[src/rtl/platform_collision_scan.sv]
// Per-frame collision sequencer: walks the platform table one entry per cycle
// against Mario's box and publishes registered blocking flags and a landing height.
//
// state   | meaning
// --------+--------------------------------------------------------------
// IDLE    | waiting for frame_start; result outputs hold last values
// SCAN    | evaluating entry idx, OR-ing hits into the accumulators
// PUBLISH | accumulators copied to outputs on exit, done pulses
module platform_collision_scan #(
  parameter int N_OBJ = 8,
  parameter int SPR   = 16,
  parameter int TOL   = 4
) (
  input  logic                     Clk,
  input  logic                     Reset,
  input  logic                     frame_start,
  input  logic [9:0]               mario_x,
  input  logic [9:0]               mario_y,
  input  logic                     cfg_we,
  input  logic [$clog2(N_OBJ)-1:0] cfg_idx,
  input  logic                     cfg_valid,
  input  logic [9:0]               cfg_x,
  input  logic [9:0]               cfg_y,
  input  logic [9:0]               cfg_w,
  input  logic [9:0]               cfg_h,
  output logic                     busy,
  output logic                     done,
  output logic                     hit_up,
  output logic                     hit_down,
  output logic                     hit_left,
  output logic                     hit_right,
  output logic [9:0]               land_y
);

  localparam int IW = $clog2(N_OBJ);

  typedef enum logic [1:0] {S_IDLE, S_SCAN, S_PUBLISH} state_t;

  state_t        state_q, state_d;
  logic [IW-1:0] idx_q, idx_d;
  logic [9:0]    mx_q, mx_d, my_q, my_d;
  logic          acc_up_q, acc_up_d, acc_dn_q, acc_dn_d;
  logic          acc_lf_q, acc_lf_d, acc_rt_q, acc_rt_d;
  logic [9:0]    acc_land_q, acc_land_d;
  logic          done_q, done_d;
  logic          up_q, up_d, dn_q, dn_d, lf_q, lf_d, rt_q, rt_d;
  logic [9:0]    land_q, land_d;

  logic [N_OBJ-1:0] valid_q, valid_d;
  logic [9:0]       ox_q [N_OBJ];
  logic [9:0]       oy_q [N_OBJ];
  logic [9:0]       ow_q [N_OBJ];
  logic [9:0]       oh_q [N_OBJ];
  logic [9:0]       ox_d [N_OBJ];
  logic [9:0]       oy_d [N_OBJ];
  logic [9:0]       ow_d [N_OBJ];
  logic [9:0]       oh_d [N_OBJ];

  // Entry under evaluation; all edge sums are 11 bits so nothing wraps.
  logic        e_en;
  logic [10:0] mx11, my11, mx_end, my_end;
  logic [10:0] ox11, oy11, ox_end, oy_end, up_lo, lf_lo;
  logic        hov, vov, e_up, e_dn, e_lf, e_rt;

  always_comb begin
    e_en   = valid_q[idx_q] && (ow_q[idx_q] != 10'd0) && (oh_q[idx_q] != 10'd0);
    mx11   = {1'b0, mx_q};
    my11   = {1'b0, my_q};
    mx_end = mx11 + 11'(SPR);
    my_end = my11 + 11'(SPR);
    ox11   = {1'b0, ox_q[idx_q]};
    oy11   = {1'b0, oy_q[idx_q]};
    ox_end = ox11 + {1'b0, ow_q[idx_q]};
    oy_end = oy11 + {1'b0, oh_q[idx_q]};
    up_lo  = (oy_end < 11'(TOL)) ? 11'd0 : oy_end - 11'(TOL);
    lf_lo  = (ox_end < 11'(TOL)) ? 11'd0 : ox_end - 11'(TOL);
    hov    = (mx_end > ox11) && (mx11 < ox_end);
    vov    = (my_end > oy11) && (my11 < oy_end);
    e_dn   = e_en && hov && (my_end >= oy11) && (my_end <= oy11 + 11'(TOL));
    e_up   = e_en && hov && (my11 >= up_lo) && (my11 <= oy_end);
    e_rt   = e_en && vov && (mx_end >= ox11) && (mx_end <= ox11 + 11'(TOL));
    e_lf   = e_en && vov && (mx11 >= lf_lo) && (mx11 <= ox_end);
  end

  // Table writes are independent of the FSM; a same-cycle write is seen next edge.
  always_comb begin
    valid_d = valid_q;
    ox_d    = ox_q;
    oy_d    = oy_q;
    ow_d    = ow_q;
    oh_d    = oh_q;
    if (cfg_we && (int'(cfg_idx) < N_OBJ)) begin
      valid_d[cfg_idx] = cfg_valid;
      ox_d[cfg_idx]    = cfg_x;
      oy_d[cfg_idx]    = cfg_y;
      ow_d[cfg_idx]    = cfg_w;
      oh_d[cfg_idx]    = cfg_h;
    end
  end

  always_comb begin
    state_d    = state_q;
    idx_d      = idx_q;
    mx_d       = mx_q;
    my_d       = my_q;
    acc_up_d   = acc_up_q;
    acc_dn_d   = acc_dn_q;
    acc_lf_d   = acc_lf_q;
    acc_rt_d   = acc_rt_q;
    acc_land_d = acc_land_q;
    done_d     = 1'b0;
    up_d       = up_q;
    dn_d       = dn_q;
    lf_d       = lf_q;
    rt_d       = rt_q;
    land_d     = land_q;
    case (state_q)
      S_IDLE: begin
        if (frame_start) begin
          mx_d       = mario_x;
          my_d       = mario_y;
          acc_up_d   = 1'b0;
          acc_dn_d   = 1'b0;
          acc_lf_d   = 1'b0;
          acc_rt_d   = 1'b0;
          acc_land_d = 10'h3FF;
          idx_d      = '0;
          state_d    = S_SCAN;
        end
      end
      S_SCAN: begin
        acc_up_d = acc_up_q | e_up;
        acc_dn_d = acc_dn_q | e_dn;
        acc_lf_d = acc_lf_q | e_lf;
        acc_rt_d = acc_rt_q | e_rt;
        if (e_dn && (oy_q[idx_q] < acc_land_q)) acc_land_d = oy_q[idx_q];
        if (idx_q == IW'(N_OBJ - 1)) begin
          state_d = S_PUBLISH;
        end else begin
          idx_d = idx_q + 1'b1;
        end
      end
      S_PUBLISH: begin
        up_d    = acc_up_q;
        dn_d    = acc_dn_q;
        lf_d    = acc_lf_q;
        rt_d    = acc_rt_q;
        land_d  = acc_dn_q ? acc_land_q : 10'd0;
        done_d  = 1'b1;
        state_d = S_IDLE;
      end
      default: state_d = S_IDLE;
    endcase
  end

  always_ff @(posedge Clk) begin
    if (Reset) begin
      state_q    <= S_IDLE;
      idx_q      <= '0;
      mx_q       <= '0;
      my_q       <= '0;
      acc_up_q   <= 1'b0;
      acc_dn_q   <= 1'b0;
      acc_lf_q   <= 1'b0;
      acc_rt_q   <= 1'b0;
      acc_land_q <= '0;
      done_q     <= 1'b0;
      up_q       <= 1'b0;
      dn_q       <= 1'b0;
      lf_q       <= 1'b0;
      rt_q       <= 1'b0;
      land_q     <= '0;
      valid_q    <= '0;
    end else begin
      state_q    <= state_d;
      idx_q      <= idx_d;
      mx_q       <= mx_d;
      my_q       <= my_d;
      acc_up_q   <= acc_up_d;
      acc_dn_q   <= acc_dn_d;
      acc_lf_q   <= acc_lf_d;
      acc_rt_q   <= acc_rt_d;
      acc_land_q <= acc_land_d;
      done_q     <= done_d;
      up_q       <= up_d;
      dn_q       <= dn_d;
      lf_q       <= lf_d;
      rt_q       <= rt_d;
      land_q     <= land_d;
      valid_q    <= valid_d;
    end
  end

  // Geometry fields need no reset: an entry is inert until its valid bit is written.
  always_ff @(posedge Clk) begin
    ox_q <= ox_d;
    oy_q <= oy_d;
    ow_q <= ow_d;
    oh_q <= oh_d;
  end

  assign busy      = (state_q != S_IDLE);
  assign done      = done_q;
  assign hit_up    = up_q;
  assign hit_down  = dn_q;
  assign hit_left  = lf_q;
  assign hit_right = rt_q;
  assign land_y    = land_q;

endmodule

[config.mk]
export PLATFORM = sky130hd
export DESIGN_NAME = platform_collision_scan
export DESIGN_NICKNAME = d
export VERILOG_FILES = /design/src/rtl/platform_collision_scan.sv
export SDC_FILE = /design/constraint.sdc
export NUM_CORES = 1
export LEC_CHECK = 0
export CAP_MARGIN = 20
export CORE_ASPECT_RATIO = 0.6
export CORE_MARGIN = 4
export CORE_UTILIZATION = 55
export CTS_CLUSTER_SIZE = 8
export DETAILED_ROUTE_END_ITERATION = 10
export PLACE_DENSITY = 0.73
export RECOVER_POWER = 50
export SLEW_MARGIN = 0
export SYNTH_ARGS = -nofsm -noshare
export SYNTH_HDL_FRONTEND = slang
export SYNTH_SLANG_ARGS = --single-unit
[constraint.sdc]
create_clock -name Clk -period 5.9 [get_ports Clk]
set_clock_uncertainty 0.2 [all_clocks]
set_input_delay 1.18 -clock Clk [delete_from_list [all_inputs] [get_ports Clk]]
set_output_delay 1.18 -clock Clk [all_outputs]
set_load 0.01 [all_outputs]
m1.png
Scale bar: 50 µm.
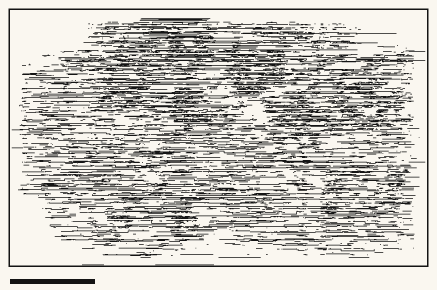
- wire length on this layer: 21.3 mm
- longest straight run: 67.6 µm
- main direction: horizontal
- share of all routed wire: 46%

m2.png
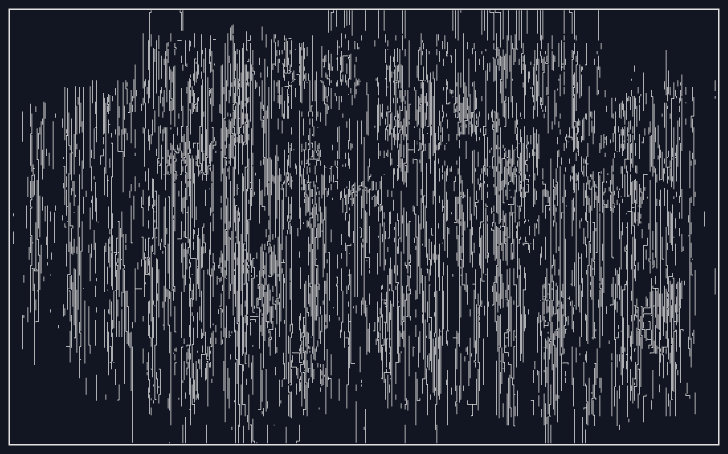
- nets with wire on the layer: 1432
- share of all routed wire: 43%
- main direction: vertical

==> qor.txt <==
amount of wire on met2 after detailed routing - 20300 µm
end of the worst register-to-register path - acc_lf_q
width of the die - 246 µm
shortest period the worst path allows - 5.57 ns
FFs & Latches - 382
met3 wirelength from detailed routing - 4320 µm
number of port buffers - 83
arrival time of the worst setup path - 5.81 ns
top achievable clock speed - 0.180 GHz
largest cells by area after synthesis - edfxtp_1, mux4_2, ha_1
Non-clock buffering overhead - 6.43%
# nets final - 1657
PD cells - 313 nW/µm²
row cnt - 51
Critical Setup Path Class - reg -> reg
data required time of the critical path - 6.14 ns
Warnings, synthesis - 0
count of cell types in the netlist - 75
top cell type's share of synthesized area - 51.4%
initial cell density of the core - 56.7%
Post-Syn Instances - 1318
most frequent standard cell in the layout excluding fill and tap cells - edfxtp_1
WHS Path Cells - 2
CTS Hold Bufs - 0
minimum hold slack - 0.250 ns
layout cell share with drive strength beyond 1 - 16.6%
area of the synthesized netlist per yosys stat - 18700 µm²
worst setup slack for register-to-register paths - 0.33 ns
kind of end point of the critical path - flip-flop
number of placed instances with taps included - 1862
area taken by flip-flops and latches - 10900 µm²
number of tap cells inserted - 450
post-synthesis instance area - 18700 µm²
predominant post-synthesis flop cell - edfxtp_1
setup tns final - 0 ns
Detailed Place HPWL - 32200 µm
# Max-Cap Violations - 1
count of multi-input gates - 824
worst hold path endpoint - land_y[9]
number of signal-net inverters in the final layout - 62
final worst-path cycle share - 94.4%
unrepaired setup endpoints after global routing - no
most repeated cell in the gate-level netlist after synthesis - edfxtp_1
logic share of the area - 33.8%
synth-to-layout area growth - 17.1%
count of plain and timing-repair buffers in the layout - 151
highest routed metal layer - met5
layout clock buffer count - 72
final weighted congestion in routability-driven placement - 0.914
maximum ir drop on the vdd rail - 277 µV
clock slew at reported path FFs - 0.06 ns
worst-skew pair later-pin latency - 0.56 ns
family with the most delay on the worst path - AND-OR/OR-AND gates
Diodes inserted - 2
count of nets left with antenna violations after detail routing - 0
count of warning messages emitted by the tools - 28
total die size - 37100 µm²
violations in the final reports - capacitance limit, slew limit
worst setup timing slack at the placement stage - 0.0974 ns
clock network share of area - 6.48%
CTS tree - built
number of flops mapped to enable cells by yosys - 320
count of endpoints failing hold in the final timing report - 0
final cell area excluding filler cells - 21900 µm²
global-route wire length before repair - 71400 µm
total setup violations reported at the end of the flow - 0
Chip Height - 151 µm
Num Clock Sinks - 382
global-route total usage across every layer - 25.4%
CTS Buffer Depth - 3
maximum number of pins on one net before global-route repair - 43
Boundary Pins - 84
most common logic cells in the final layout - edfxtp_1, ha_1, nand2_1, a21oi_1, mux4_2
Cell Chain, Critical Path - buf_12, mux4_1, mux2_2, ha_1, fa_2, a211oi_2, o21ai_0, xnor2_1, nand2_1, or4_1, nand3b_1, buf_4, nand2_1, ha_1, a21o_1, a21o_1, a211oi_1, o21ai_0, o211a_1, o22ai_1, o31ai_1
Root Buffer - clkbuf_16
R2R depth - 21
proportion of synthesized chip area in sequential cells - 58.1%
worst reg2reg path startpoint - idx_q[0]
DRC - 0
run status - complete, but fails checks
Max H-tree Level - 2
metal1 wirelength - 21300 µm
Initial DRT Pass Iterations - 5
class of the worst hold path - reg -> reg
largest area contributor in the netlist - edfxtp_1
final-report max-slew violation count - 30
cts bufs inserted - 53
Design Power - 6.84 mW
violation count after the first detailed-route iteration - 1162
CP max stage delay - 0.61 ns
Avg Cell Area, Syn - 14.2 µm²
m3.png
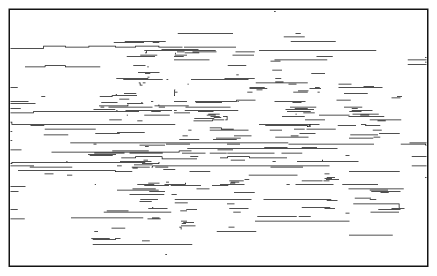
- share of all routed wire: 9.2%
- wire length on this layer: 4320 µm
- longest straight run: 128 µm
- main direction: horizontal
met3 routing resource usage after global routing: 5.71%
post-detailed-routing wire length: 46800 µm
via total after detailed routing: 12100

congestion_map.png
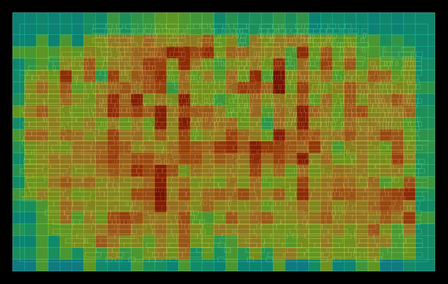
final core occ: 66.3%
busiest grt layer: met1
mean routed wirelength per cell: 24.1 µm
met2 layer usage reported by global route: 37.7%

cells by family after synthesis:
kind of cell,after synthesis,share of synthesized area (%)
flip-flops,382,58.1
AND/OR/NAND/NOR,319,8.52
adder cells (fa/ha/maj),117,7.89
buffers and inverters,112,2.72
multiplexers,126,12.7
AND-OR/OR-AND,224,8.32
XOR/XNOR,38,1.78
how the worst max path moves through the flow:
stage	startpoint	end	slack, ns	cells past startpoint
final	idx_q[0]	acc_lf_q	0.33	21
after global routing	idx_q[0]	acc_lf_q	0.0008	21
after CTS	idx_q[0]	acc_lf_q	0.08	22
after detailed placement	idx_q[0]	acc_lf_q	0.1	22
after global placement	idx_q[0]	acc_lf_q	0.18	22
after floorplan	idx_q[1]	acc_lf_q	0.0006	27
routing by layer:
layer	track usage (%)	vias up
met1	38.8	5989
li1	-	5474
met2	37.7	568
met3	5.71	70
met5	0	-
met4	5.81	6
worst register-to-register path, stage by stage (launching register included):
cell,delay [ns]
dfxtp_4,0.41
buf_12,0.17
mux4_1,0.61
mux2_2,0.32
ha_1,0.25
fa_2,0.40
a211oi_2,0.33
o21ai_0,0.16
xnor2_1,0.22
nand2_1,0.13
or4_1,0.56
nand3b_1,0.19
buf_4,0.18
nand2_1,0.07
ha_1,0.23
a21o_1,0.16
a21o_1,0.17
a211oi_1,0.22
o21ai_0,0.12
o211a_1,0.12
o22ai_1,0.16
o31ai_1,0.08
registers in the layout, summed over array words and instances (netlist names), 2 cells and up:
signal,flops
oh_q,80
ow_q,80
ox_q,80
oy_q,80
acc_land_q,10
land_y,10
mx_q,10
my_q,10
valid_q,8
idx_q,3
state_q,2
report_power, final:
group	switching, mW	internal, mW	total (mW)	leakage (nW)
Sequential	0.0498	3.02	3.07	3.42
Combinational	0.600	0.476	1.08	3.67
Clock	1.07	1.61	2.69	0.685
No activity file was given, so power comes from the tool's default toggle rates.
